==> config.mk <==
export PLATFORM = sky130hd
export DESIGN_NAME = clause_output_sched_flat
export DESIGN_NICKNAME = d
export VERILOG_FILES = /design/src/rtl/clause_output_sched_pkg.sv /design/src/rtl/clause_output_sched_if.sv /design/src/rtl/clause_output_sched_fire_decode.sv /design/src/rtl/clause_output_sched.sv /design/src/flat_wrapper.sv
export SDC_FILE = /design/constraint.sdc
export NUM_CORES = 1
export LEC_CHECK = 0
export ABC_AREA = 1
export CAP_MARGIN = 20
export CORE_ASPECT_RATIO = 1.25
export CORE_MARGIN = 3
export CORE_UTILIZATION = 55
export CTS_CLUSTER_SIZE = 10
export DETAILED_ROUTE_END_ITERATION = 6
export HOLD_SLACK_MARGIN = 0.15
export PLACE_DENSITY = 0.78
export SYNTH_ARGS = -nofsm -noshare
export SYNTH_HDL_FRONTEND = slang
export SYNTH_SLANG_ARGS = --single-unit
==> constraint.sdc <==
create_clock -name clk -period 5.59 [get_ports clk]
set_input_delay 0.8385 -clock clk [delete_from_list [all_inputs] [get_ports clk]]
set_output_delay 0.8385 -clock clk [all_outputs]
set_load 0.005 [all_outputs]
Gate-type map:
Scale: 4 px per um.
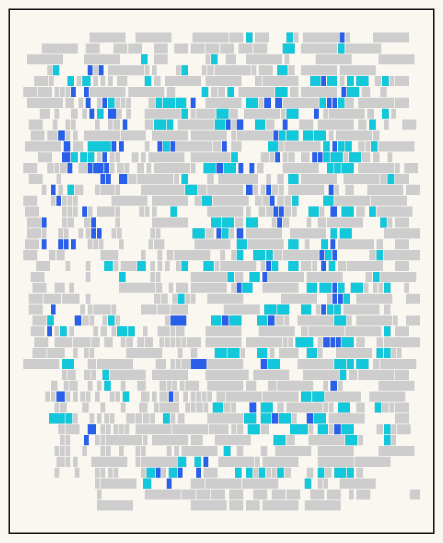
[inverting AOI/OAI gates] cyan | cells: 175
[NOR gates] blue | cells: 102
post-route non-filler standard cell count: 1078
most common cell after layout, fill and taps aside: sky130_fd_sc_hd__nand2_1
combinational share of cell area: 38.68%

I/O nets highlighted:
Scale: 3 px per um.
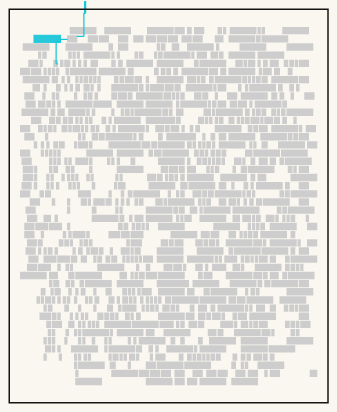
[o_busy] cyan | bits: 1 | direction: output | edge: top | end cells: 1 | buffers: 1 | wire: 23.4 um
I/O Pins: 70
number of input and output port buffers inserted: 69

The clock network:
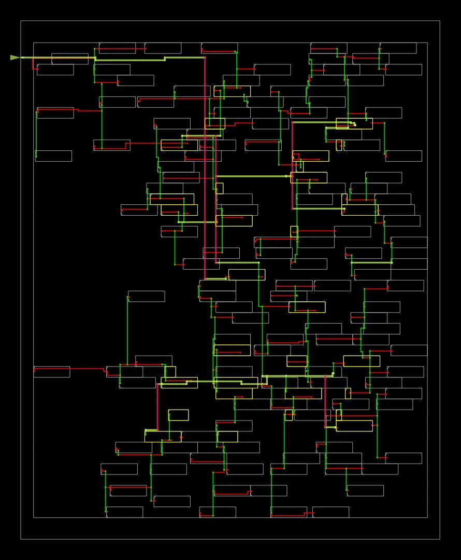
Seq Cell Count: 123
TritonCTS buffer count: 17

Cell density map:
Scale: 2 px per um. 11 x 13 tiles, from dark purple (low) to yellow (high), 0 to 100% covered.
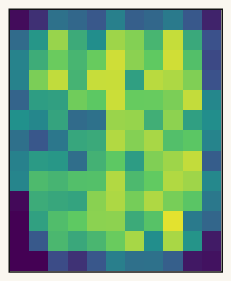
nearly empty tiles: 2.8%
fullest tile: 96%
emptiest ninth of the die: bottom left
tiles over 75% full: 34%
mean over tiles: 58%
Core Region: 11890 um^2
final core utilization: 68.67%
starting density of the core: 57.49%

==> results_slide.txt <==
Implementation Results

Yosys
  • Gate Count Post-Synth: 853
  • FF+latch count, synth: approximately 120
  • EDFF count, synth: 0
  • Top logic cell family in the synthesized netlist: simple AND/OR/NAND/NOR gates
  • Xor-xnor portion of the synthesized cell area: less than 1%
  • Syn_nets: around 890
  • Area fraction in compound gates: around 17%
  • Number of library cell types mapped by synthesis: ~40
  • AND/OR/NAND/NOR Cells, Area Fraction: about a quarter
  • Post-synth seq share: between 40% and 50%
  • Average size of a mapped cell: 8.015 um^2
  • Synth Cell Area: just under 7000 um^2
  • Yosys stat area: slightly below 7000 um^2
  • Most used DFF post-synth: sky130_fd_sc_hd__dfrtp_1
  • Yosys Warn Count: 0
  • Post-synthesis share of cell area spent on full adders, half adders and majority gates: under 10%

Global routing
  • Met3 global-route usage: 4.816%
  • Number of antenna violations at the first check in global routing: 0
  • Maximum number of pins on one net before global-route repair: 67
  • Total gr overflow: 0
  • Global-route wire length before repair: just under 30000 um
  • GR Util All Layers: 26.46%
  • Number of global-route vias before repair: between 5000 and 6000
  • GR Layer Usage met1: a little under a third
  • Global route hottest layer: met2

Layout
  • Growth of design area from synthesis to finish: 19.44%
  • Fraction of layout instances using a drive strength above 1: between 10 and 15%
  • Antenna diodes: 0
  • Top library cells by usage in the layout, fill and taps aside: 172 x sky130_fd_sc_hd__nand2_1, 123 x sky130_fd_sc_hd__dfrtp_1, 86 x sky130_fd_sc_hd__inv_1

Worst setup path
  • Depth of the worst register-to-register path: 10
  • Most repeated library cell on the critical path: sky130_fd_sc_hd__nor2_1
  • Peak per-stage delay on the critical path: between 0.6 and 0.7 ns
  • Register-to-register setup slack: 2.33 ns
  • CP Cell Sequence: nor2_1 -> inv_1 -> nor2_1 -> inv_1 -> buf_4 -> nor2_1 -> clkdlybuf4s50_1
  • Worst path depth: 7
  • Count of buffering cells on the critical path with inverters included: 4
  • Maximum fanout encountered on the critical timing path: 37
  • Data arrival time of the critical path: 2.81 ns
  • Data required time of the critical path: 4.75 ns
  • Cell family with most CP delay: buffers and inverters
  • Setup CP Type: flip-flop to output port
  • CP max-delay cell: sky130_fd_sc_hd__nor2_1

Clock tree
  • Clock latency of the later-clocked register in the worst-skew pair: 0.41 ns
  • Clk Tree Root Cell: sky130_fd_sc_hd__clkbuf_16
  • Clock transition at the register clock pins on the worst setup and hold paths after CTS: roughly 0.06 ns
  • Post-cts hold-fix buffer tally: 0
  • Level count of the clock H-tree: 4
  • Clock sinks: about 120
  • Number of buffers on the longest clock path: 2
  • # resized after CTS: 0

Drt
  • Total Wirelength: ~18000 um
  • Total number of vias: approximately 6200
  • Detailed-routing iteration count for the pre-antenna-repair pass: 5
  • Met3 wire length: about 960 um
  • Uppermost metal layer occupied by signal nets: met4
  • Post-detailed-route DRC marker count: 0
  • Vias per cell: a little under 6
  • Met2 routed wirelength: between 9000 and 10000 um
  • Average wire per standard cell: ~17 um
  • Residual antenna-violating net count after detailed routing: 0
  • Routed length on met1: 6938 um
  • Number of design-rule violations left by the first detailed-router iteration: between 400 and 500

Placed design
  • Half-perimeter wire length after placement: ~12000 um
  • Placed Instance Area: roughly 7500 um^2
  • Cell count after placement: ~1000
  • Routability cong.: about 0.87

Run
  • Tool warnings: 27
  • Max Cap Viol: 0

STA
  • Skew final: between 0.008 and 0.009 ns
  • Final slew viol count: 0
  • Min Tclk post-route: 3.652 ns
  • Worst path setup slack after routing: slightly below 2 ns
  • Slew Limit Headroom: a little under two fifths
  • Unrepaired setup endpoints after global routing: no
  • Fin Hold WS: ~0.48 ns
  • Achievable clock frequency: 0.2738 GHz
  • Total negative slack: 0 ns
  • Final count of negative-setup-slack endpoints: 0
  • Period Utilization, post-route: between 60% and 70%
  • Actual slew at the worst max-slew pin: 0.9479 ns

Pwr
  • VDD IR max: 0.0003784 V
  • Total power draw: approximately 3200 uW
  • Share of power burned in combinational logic: 31.4%
  • Power Combinational: approximately 1000 uW
  • Largest power group: sequential cells
  • Internal Pwr Total: about 2100 uW
  • Power dissipated by switching net loads: 1109 uW
  • Clock share of power: 33.9%
  • Leakage power of the design: 0.003604 uW
  • Power in sequential cells: between 1000 and 1500 uW

Floorplan
  • Chip footprint: between 10000 and 15000 um^2
  • Row cnt: 44

Min path
  • Worst hold-check path type: flip-flop to flip-flop

Status
  • Outcome: complete, no violations
[final cells by class]
cell class / instances / area [um^2]
multi-input combinational: 591 / 3158
fill: 979 / 3726
sequential: 123 / 3078
clock buffer: 25 / 495.5
tap: 161 / 201.4
timing repair buffer: 78 / 795.8
inverter: 93 / 349.1
clock inverter: 7 / 87.58
[cell usage after synthesis, types with 3 or more instances]
cell / count / share of area [%]
sky130_fd_sc_hd__a21oi_1: 40 / 2.9
sky130_fd_sc_hd__a221oi_1: 14 / 1.8
sky130_fd_sc_hd__a31oi_1: 4 / 0.37
sky130_fd_sc_hd__buf_2: 8 / 0.59
sky130_fd_sc_hd__buf_4: 5 / 0.55
sky130_fd_sc_hd__buf_6: 8 / 1.3
sky130_fd_sc_hd__clkbuf_1: 21 / 1.2
sky130_fd_sc_hd__clkinv_1: 4 / 0.22
sky130_fd_sc_hd__dfrtp_1: 123 / 45
sky130_fd_sc_hd__ha_1: 9 / 1.6
sky130_fd_sc_hd__inv_1: 86 / 4.7
sky130_fd_sc_hd__inv_2: 3 / 0.16
sky130_fd_sc_hd__nand2_1: 173 / 9.5
sky130_fd_sc_hd__nand2_2: 37 / 3.4
sky130_fd_sc_hd__nand3_1: 71 / 5.2
sky130_fd_sc_hd__nand3_2: 4 / 0.59
sky130_fd_sc_hd__nand4_1: 9 / 0.82
sky130_fd_sc_hd__nor2_1: 76 / 4.2
sky130_fd_sc_hd__nor2_2: 3 / 0.27
sky130_fd_sc_hd__nor3_1: 19 / 1.4
sky130_fd_sc_hd__o21ai_0: 30 / 2.2
sky130_fd_sc_hd__o21ai_1: 17 / 1.2
sky130_fd_sc_hd__o21ai_2: 34 / 4.4
sky130_fd_sc_hd__o22ai_1: 3 / 0.27
sky130_fd_sc_hd__o31ai_1: 26 / 2.9
sky130_fd_sc_hd__xor2_1: 3 / 0.38
Power and IR drop assume default switching activity.
